==> src/rtl/skip_branch_ctrl_if.sv <==
// ============================================================================
//  Module      : skip_branch_ctrl_if
//  Description : Bundle between the execute stage and the skip/branch
//                controller. It carries the instruction and operand buses
//                into the controller, and the PC/stack/flush controls out
//                of it.
//                master : core side. It drives the instruction and operand
//                         buses.
//                slave  : controller side. It drives the PC, stack and
//                         flush controls.
//  Revision    : 1.0  initial release
// ============================================================================
`default_nettype none

interface skip_branch_ctrl_if #(
  parameter int PC_W  = 9,
  parameter int CNT_W = 8
);
  logic             instr_valid;
  logic [11:0]      instr;
  logic [7:0]       status_bus;
  logic [7:0]       file_bus;
  logic [7:0]       alu_result;
  logic [PC_W-1:0]  stack_top;
  logic             pc_load;
  logic [PC_W-1:0]  pc_target;
  logic             stack_push;
  logic             stack_pop;
  logic             flush;
  logic [CNT_W-1:0] flush_cnt;

  modport master (
    output instr_valid, instr, status_bus, file_bus, alu_result, stack_top,
    input  pc_load, pc_target, stack_push, stack_pop, flush, flush_cnt
  );

  modport slave (
    input  instr_valid, instr, status_bus, file_bus, alu_result, stack_top,
    output pc_load, pc_target, stack_push, stack_pop, flush, flush_cnt
  );
endinterface

`default_nettype wire

==> src/rtl/skip_branch_ctrl.sv <==
// ============================================================================
//  Module      : skip_branch_ctrl
//  Description : Decodes the executing PIC10F200 instruction. It evaluates
//                the BTFSC/BTFSS/DECFSZ/INCFSZ skip conditions and issues
//                the GOTO/CALL/RETLW program-flow controls. A one-cycle
//                pipeline flush follows every taken skip or branch.
//  Ports       : clk      - system clock; all state changes on the rising
//                           edge
//                rst      - synchronous reset, active low
//                bus      - skip_branch_ctrl_if.slave. Carries:
//                           - inputs : instr_valid, instr, status_bus,
//                                      file_bus, alu_result, stack_top
//                           - outputs: pc_load, pc_target, stack_push,
//                                      stack_pop, flush, flush_cnt
//  Revision    : 1.0  initial release
// ============================================================================
`default_nettype none

module skip_branch_ctrl #(
  parameter int         PC_W     = 9,
  parameter int         CNT_W    = 8,
  parameter logic [4:0] STATUS_A = 5'h03
) (
  input  wire logic           clk,
  input  wire logic           rst,
  skip_branch_ctrl_if.slave   bus
);

  typedef enum logic [1:0] {
    ST_IDLE  = 2'd0,
    ST_RUN   = 2'd1,
    ST_FLUSH = 2'd2
  } state_t;

  localparam logic [CNT_W-1:0] c_cnt_one = {{(CNT_W-1){1'b0}}, 1'b1};

  state_t           r_state;
  logic             r_flush;
  logic [CNT_W-1:0] r_flush_cnt;

  logic             w_decode;
  logic [7:0]       w_src;
  logic             w_src_bit;
  logic             w_skip;
  logic             w_take;
  logic             w_pc_load;
  logic             w_stack_push;
  logic             w_stack_pop;
  logic [PC_W-1:0]  w_pc_target;

  // Decode is only meaningful on a live instruction in RUN. IDLE and FLUSH
  // cycles carry a discarded instruction.
  assign w_decode  = (r_state == ST_RUN) && bus.instr_valid;

  // A bit test on the STATUS address reads the live STATUS bus. This avoids
  // depending on the file-read mux, which does not alias STATUS.
  assign w_src     = (bus.instr[4:0] == STATUS_A) ? bus.status_bus : bus.file_bus;
  assign w_src_bit = w_src[bus.instr[7:5]];

  always_comb begin
    w_skip       = 1'b0;
    w_pc_load    = 1'b0;
    w_stack_push = 1'b0;
    w_stack_pop  = 1'b0;
    w_pc_target  = '0;
    if (w_decode) begin
      if (bus.instr[11:8] == 4'b0110) begin            // BTFSC
        w_skip = ~w_src_bit;
      end else if (bus.instr[11:8] == 4'b0111) begin   // BTFSS
        w_skip = w_src_bit;
      end else if ((bus.instr[11:6] == 6'b001011) ||   // DECFSZ
                   (bus.instr[11:6] == 6'b001111)) begin // INCFSZ
        w_skip = (bus.alu_result == 8'h00);
      end else if (bus.instr[11:9] == 3'b101) begin    // GOTO
        w_pc_load   = 1'b1;
        w_pc_target = PC_W'(bus.instr[8:0]);
      end else if (bus.instr[11:8] == 4'b1001) begin   // CALL: page bit 8 is forced low
        w_pc_load    = 1'b1;
        w_stack_push = 1'b1;
        w_pc_target  = PC_W'({1'b0, bus.instr[7:0]});
      end else if (bus.instr[11:8] == 4'b1000) begin   // RETLW
        w_pc_load   = 1'b1;
        w_stack_pop = 1'b1;
        w_pc_target = bus.stack_top;
      end
    end
  end

  assign w_take = w_skip | w_pc_load;

  // flush is kept as its own register. It is updated together with the
  // state, so it always equals (state != RUN) without a decode after the
  // flop.
  always_ff @(posedge clk) begin
    if (!rst) begin
      r_state     <= ST_IDLE;
      r_flush     <= 1'b1;
      r_flush_cnt <= '0;
    end else begin
      if (r_flush) begin
        r_flush_cnt <= r_flush_cnt + c_cnt_one;
      end
      case (r_state)
        ST_IDLE: begin
          r_state <= ST_RUN;
          r_flush <= 1'b0;
        end
        ST_RUN: begin
          if (w_take) begin
            r_state <= ST_FLUSH;
            r_flush <= 1'b1;
          end
        end
        ST_FLUSH: begin
          r_state <= ST_RUN;
          r_flush <= 1'b0;
        end
        default: begin
          r_state <= ST_IDLE;
          r_flush <= 1'b1;
        end
      endcase
    end
  end

  assign bus.pc_load    = w_pc_load;
  assign bus.pc_target  = w_pc_target;
  assign bus.stack_push = w_stack_push;
  assign bus.stack_pop  = w_stack_pop;
  assign bus.flush      = r_flush;
  assign bus.flush_cnt  = r_flush_cnt;

endmodule

`default_nettype wire
==> src/flat_wrapper.sv <==
// flat-port wrapper written by rule: the top's interface ports become plain ports
module skip_branch_ctrl_flat 
#(
  parameter int         PC_W     = 9,
  parameter int         CNT_W    = 8,
  parameter logic [4:0] STATUS_A = 5'h03
)
  (clk, rst, bus_instr_valid, bus_instr, bus_status_bus, bus_file_bus, bus_alu_result, bus_stack_top, bus_pc_load, bus_pc_target, bus_stack_push, bus_stack_pop, bus_flush, bus_flush_cnt);
  skip_branch_ctrl_if #(.PC_W(PC_W), .CNT_W(CNT_W)) bus_i ();
  input  wire logic clk;
  input  wire logic rst;
  input wire logic [$bits(bus_i.instr_valid)-1:0] bus_instr_valid;
  input wire logic [$bits(bus_i.instr)-1:0] bus_instr;
  input wire logic [$bits(bus_i.status_bus)-1:0] bus_status_bus;
  input wire logic [$bits(bus_i.file_bus)-1:0] bus_file_bus;
  input wire logic [$bits(bus_i.alu_result)-1:0] bus_alu_result;
  input wire logic [$bits(bus_i.stack_top)-1:0] bus_stack_top;
  output wire logic [$bits(bus_i.pc_load)-1:0] bus_pc_load;
  output wire logic [$bits(bus_i.pc_target)-1:0] bus_pc_target;
  output wire logic [$bits(bus_i.stack_push)-1:0] bus_stack_push;
  output wire logic [$bits(bus_i.stack_pop)-1:0] bus_stack_pop;
  output wire logic [$bits(bus_i.flush)-1:0] bus_flush;
  output wire logic [$bits(bus_i.flush_cnt)-1:0] bus_flush_cnt;
  assign bus_i.instr_valid = bus_instr_valid;
  assign bus_i.instr = bus_instr;
  assign bus_i.status_bus = bus_status_bus;
  assign bus_i.file_bus = bus_file_bus;
  assign bus_i.alu_result = bus_alu_result;
  assign bus_i.stack_top = bus_stack_top;
  assign bus_pc_load = bus_i.pc_load;
  assign bus_pc_target = bus_i.pc_target;
  assign bus_stack_push = bus_i.stack_push;
  assign bus_stack_pop = bus_i.stack_pop;
  assign bus_flush = bus_i.flush;
  assign bus_flush_cnt = bus_i.flush_cnt;
  skip_branch_ctrl #(.PC_W(PC_W), .CNT_W(CNT_W), .STATUS_A(STATUS_A)) u_core (.clk(clk), .rst(rst), .bus(bus_i));
endmodule
==> config.mk <==
export PLATFORM = sky130hd
export DESIGN_NAME = skip_branch_ctrl_flat
export DESIGN_NICKNAME = d
export VERILOG_FILES = /design/src/rtl/skip_branch_ctrl_if.sv /design/src/rtl/skip_branch_ctrl.sv /design/src/flat_wrapper.sv
export SDC_FILE = /design/constraint.sdc
export NUM_CORES = 1
export LEC_CHECK = 0
export ABC_AREA = 1
export CORE_ASPECT_RATIO = 2
export CORE_MARGIN = 3
export CORE_UTILIZATION = 31
export DETAILED_ROUTE_END_ITERATION = 8
export GPL_TIMING_DRIVEN = 0
export PLACE_DENSITY = 0.75
export SLEW_MARGIN = 25
export SYNTH_ARGS = -nofsm -noshare
export SYNTH_HDL_FRONTEND = slang
export SYNTH_SLANG_ARGS = --single-unit
==> constraint.sdc <==
create_clock -name clk -period 1.2 [get_ports clk]
set_input_delay 0.24 -clock clk [delete_from_list [all_inputs] [get_ports clk]]
set_output_delay 0.24 -clock clk [all_outputs]
set_load 0.05 [all_outputs]
==> impl_metrics.json, run 1 <==
{
  "synth_warnings": 0,
  "crit_type": "flop to output port",
  "crit_slowest_cell": "dfxtp_4",
  "clock_buffers": 4,
  "warnings": 29,
  "synth-edff-count": 0,
  "yosys_area_um2": 985,
  "switching_share_pct": 36.7,
  "r2r_end": "u_core.bus.flush",
  "antenna_found_initial": 0,
  "dieArea_um2": 3930,
  "p_clk_share_pct": 25.4,
  "synth_flops": 11,
  "cts_tree": "built",
  "setup_ws_ns": -0.451,
  "flop_cell": "dfxtp_1",
  "yosysTopAreaCellShare_pct": 22.4,
  "outcome": "complete, but fails checks",
  "setup_violations": 17,
  "grt_max_degree": 11,
  "violations": "setup timing",
  "end_kind": "output port",
  "worstPathMaxFanout": 6,
  "maxSlewHeadroom_pct": 80.5,
  "drt_pass1_iterations": 4,
  "ys_cells": 162,
  "crit_required_ns": 0.96,
  "pin_count": 69,
  "clock_latency_ns": 0.24,
  "core-area_um2": 3010,
  "drtIter0Drc": 22,
  "reg2reg_from": "u_core.r_state[0]",
  "path_delay_family": "buffers and inverters",
  "crit_path_start_kind": "flop",
  "areaGrowthSynthToFinish_pct": 138,
  "final-clk-cell-share_pct": 1.92,
  "clockBufferDepth": 2,
  "sh_comb_area_pct": 41.3,
  "synth-simple-area-share_pct": 50.2,
  "synthTopCellsByArea": "dfxtp_1 (22%), nand3_1 (13%), nand2_1 (9.9%)",
  "hold_slack_ns": 0.282
}
## run 1: per-layer routing
metal | track usage (%) | wire [um]
met5 | 0 | 0
met1 | 17.9 | 1400
met3 | 1.05 | 154
met4 | 10.6 | 173
met2 | 44.1 | 3120
## run 1: what timing repair did
| item | 4_1_cts | 5_1_grt |
|---|---|---|
| pin swaps | 20 | 44 |
| setup buffers | 14 | 6 |
| resized | 193 | 76 |
| cloned | 2 | 2 |
| setup endpoints to repair | 26 | 21 |
## run 1: metrics by stage
stage               area (um2)  instances  util, %  setup slack (ns)  total power [uW]
floorplan                 1110        162        -            -0.493               722
global placement          1810        258     60.1             -1.53               964
detailed placement        1810        258     60.1             -1.52               971
CTS                       2110        278     70.0            -0.446              1430
global route              2340        285     77.7            -0.487              1550
finish                    2340        285     77.7            -0.451              1490
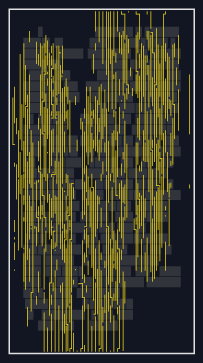
Figure 1: run 1, the metal 2 layer.
Drawn at 4 px/um. Cells faint in the background.
wire length on this layer	3120 um
nets with wire on the layer	282

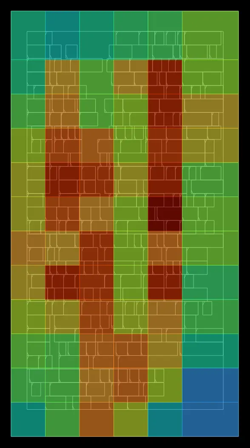
Figure 2: run 1, routing congestion.
final core occ: 77.7%
GRT Total Usage: 21.4%
grt met3 use: 1.05%
average routed wire per standard cell: 17.0 um

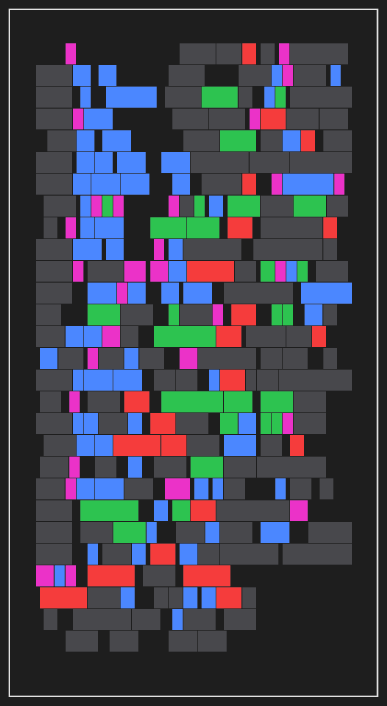
Figure 3: run 1, gate-type map.
Drawn at 8 px/um.
family	color	cells
inverting AOI/OAI gates	red	22
inverters	magenta	29
NOR gates	green	26
NAND gates	blue	68

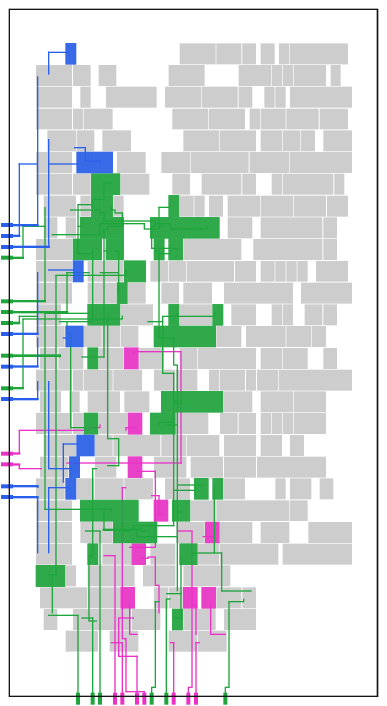
Figure 4: run 1, nets reached from selected ports.
Drawn at 8 px/um.
port	color	direction	edge	end cells	wire
bus_instr	green	input	6 bottom, 6 left	33	563 um
bus_file_bus	blue	input	left	8	136 um
bus_stack_top	magenta	input	7 bottom, 2 left	9	205 um

==> run 1 -> run 2 <==
Settings changed: CTS_CLUSTER_SIZE set to 14.
==> run 2 against run 1 <==
The flow still finishes with violations (setup timing). Power stayed put. Setup slack stayed put. Critical path type unchanged. Synthesized cell count unchanged. Routed wire length stayed put. Via count unchanged. Design area unchanged.
==> impl_metrics.json, run 2 <==
{
  "outcome": "complete, but fails checks",
  "violations": "setup timing",
  "post_cts_buffers": 14,
  "wl_per_cell_um": 17.0,
  "synth-simple-area-share_pct": 50.2,
  "ctsResizeCount": 193,
  "pin_count": 69,
  "placed_cell_area_um2": 1810,
  "end_kind": "output port",
  "dieArea_um2": 3930,
  "maxSlewHeadroom_pct": 80.5,
  "worstPathMaxFanout": 6,
  "crit_path_start_kind": "flop",
  "r2r_end": "u_core.bus.flush",
  "cts_tree": "built",
  "ys_cells": 162,
  "warnings": 29,
  "setup_ws_ns": -0.451,
  "dp_slack_ns": -1.52,
  "setup_violations": 17,
  "path_delay_family": "buffers and inverters",
  "post-place-cells": 258,
  "synth_warnings": 0,
  "drt_pass1_iterations": 4,
  "synth-edff-count": 0,
  "synthTopCellsByArea": "dfxtp_1 (22%), nand3_1 (13%), nand2_1 (9.9%)",
  "track_usage_pct": 21.4,
  "reg2reg_from": "u_core.r_state[0]",
  "fin_cells": 285,
  "clockBufferDepth": 2,
  "crit_slowest_cell": "dfxtp_4",
  "antenna_found_initial": 0
}
## run 2: cell counts in the layout (fill, tap and decap cells not counted)
No cell type changed its count.
## run 2: per-layer routing
| layer | routed length (um) | global-route usage (%) | up-vias |
|---|---|---|---|
| met5 | 0 | 0 | - |
| met4 | 173 | 10.6 | 0 |
| met3 | 154 | 1.05 | 16 |
| met2 | 3120 | 44.1 | 60 |
| met1 | 1400 | 17.9 | 730 |
| li1 | - | - | 730 |
## run 2: layout make-up
cell class | count | share of cell area, %
timing repair inverter | 2 | 0.588
multi-input combinational | 121 | 41.3
sequential | 11 | 10.2
buffer | 5 | 2.46
tap | 30 | 1.60
timing repair buffer | 85 | 36.9
clock buffer | 4 | 1.92
inverter | 27 | 4.97
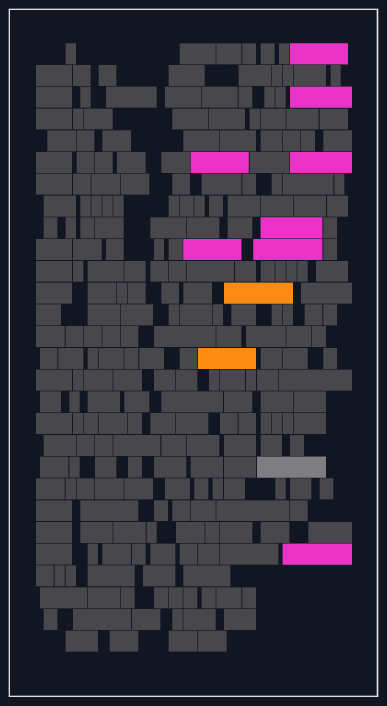
Figure 5: run 2, sequential cells grouped by signal name.
Drawn at 8 px/um.
signal	color	sequential cells
u_core.bus.flush_cnt	magenta	8
u_core.r_state	orange	2
not colored	1

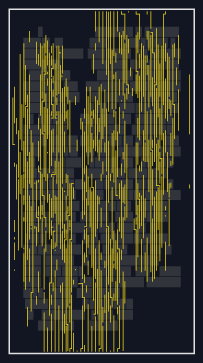
Figure 6: run 2, the metal 2 layer.
Drawn at 4 px/um. Cells faint in the background.
longest straight run	45.9 um
nets with wire on the layer	282

Power figures rest on the tool's default switching activity, not on a simulated workload.
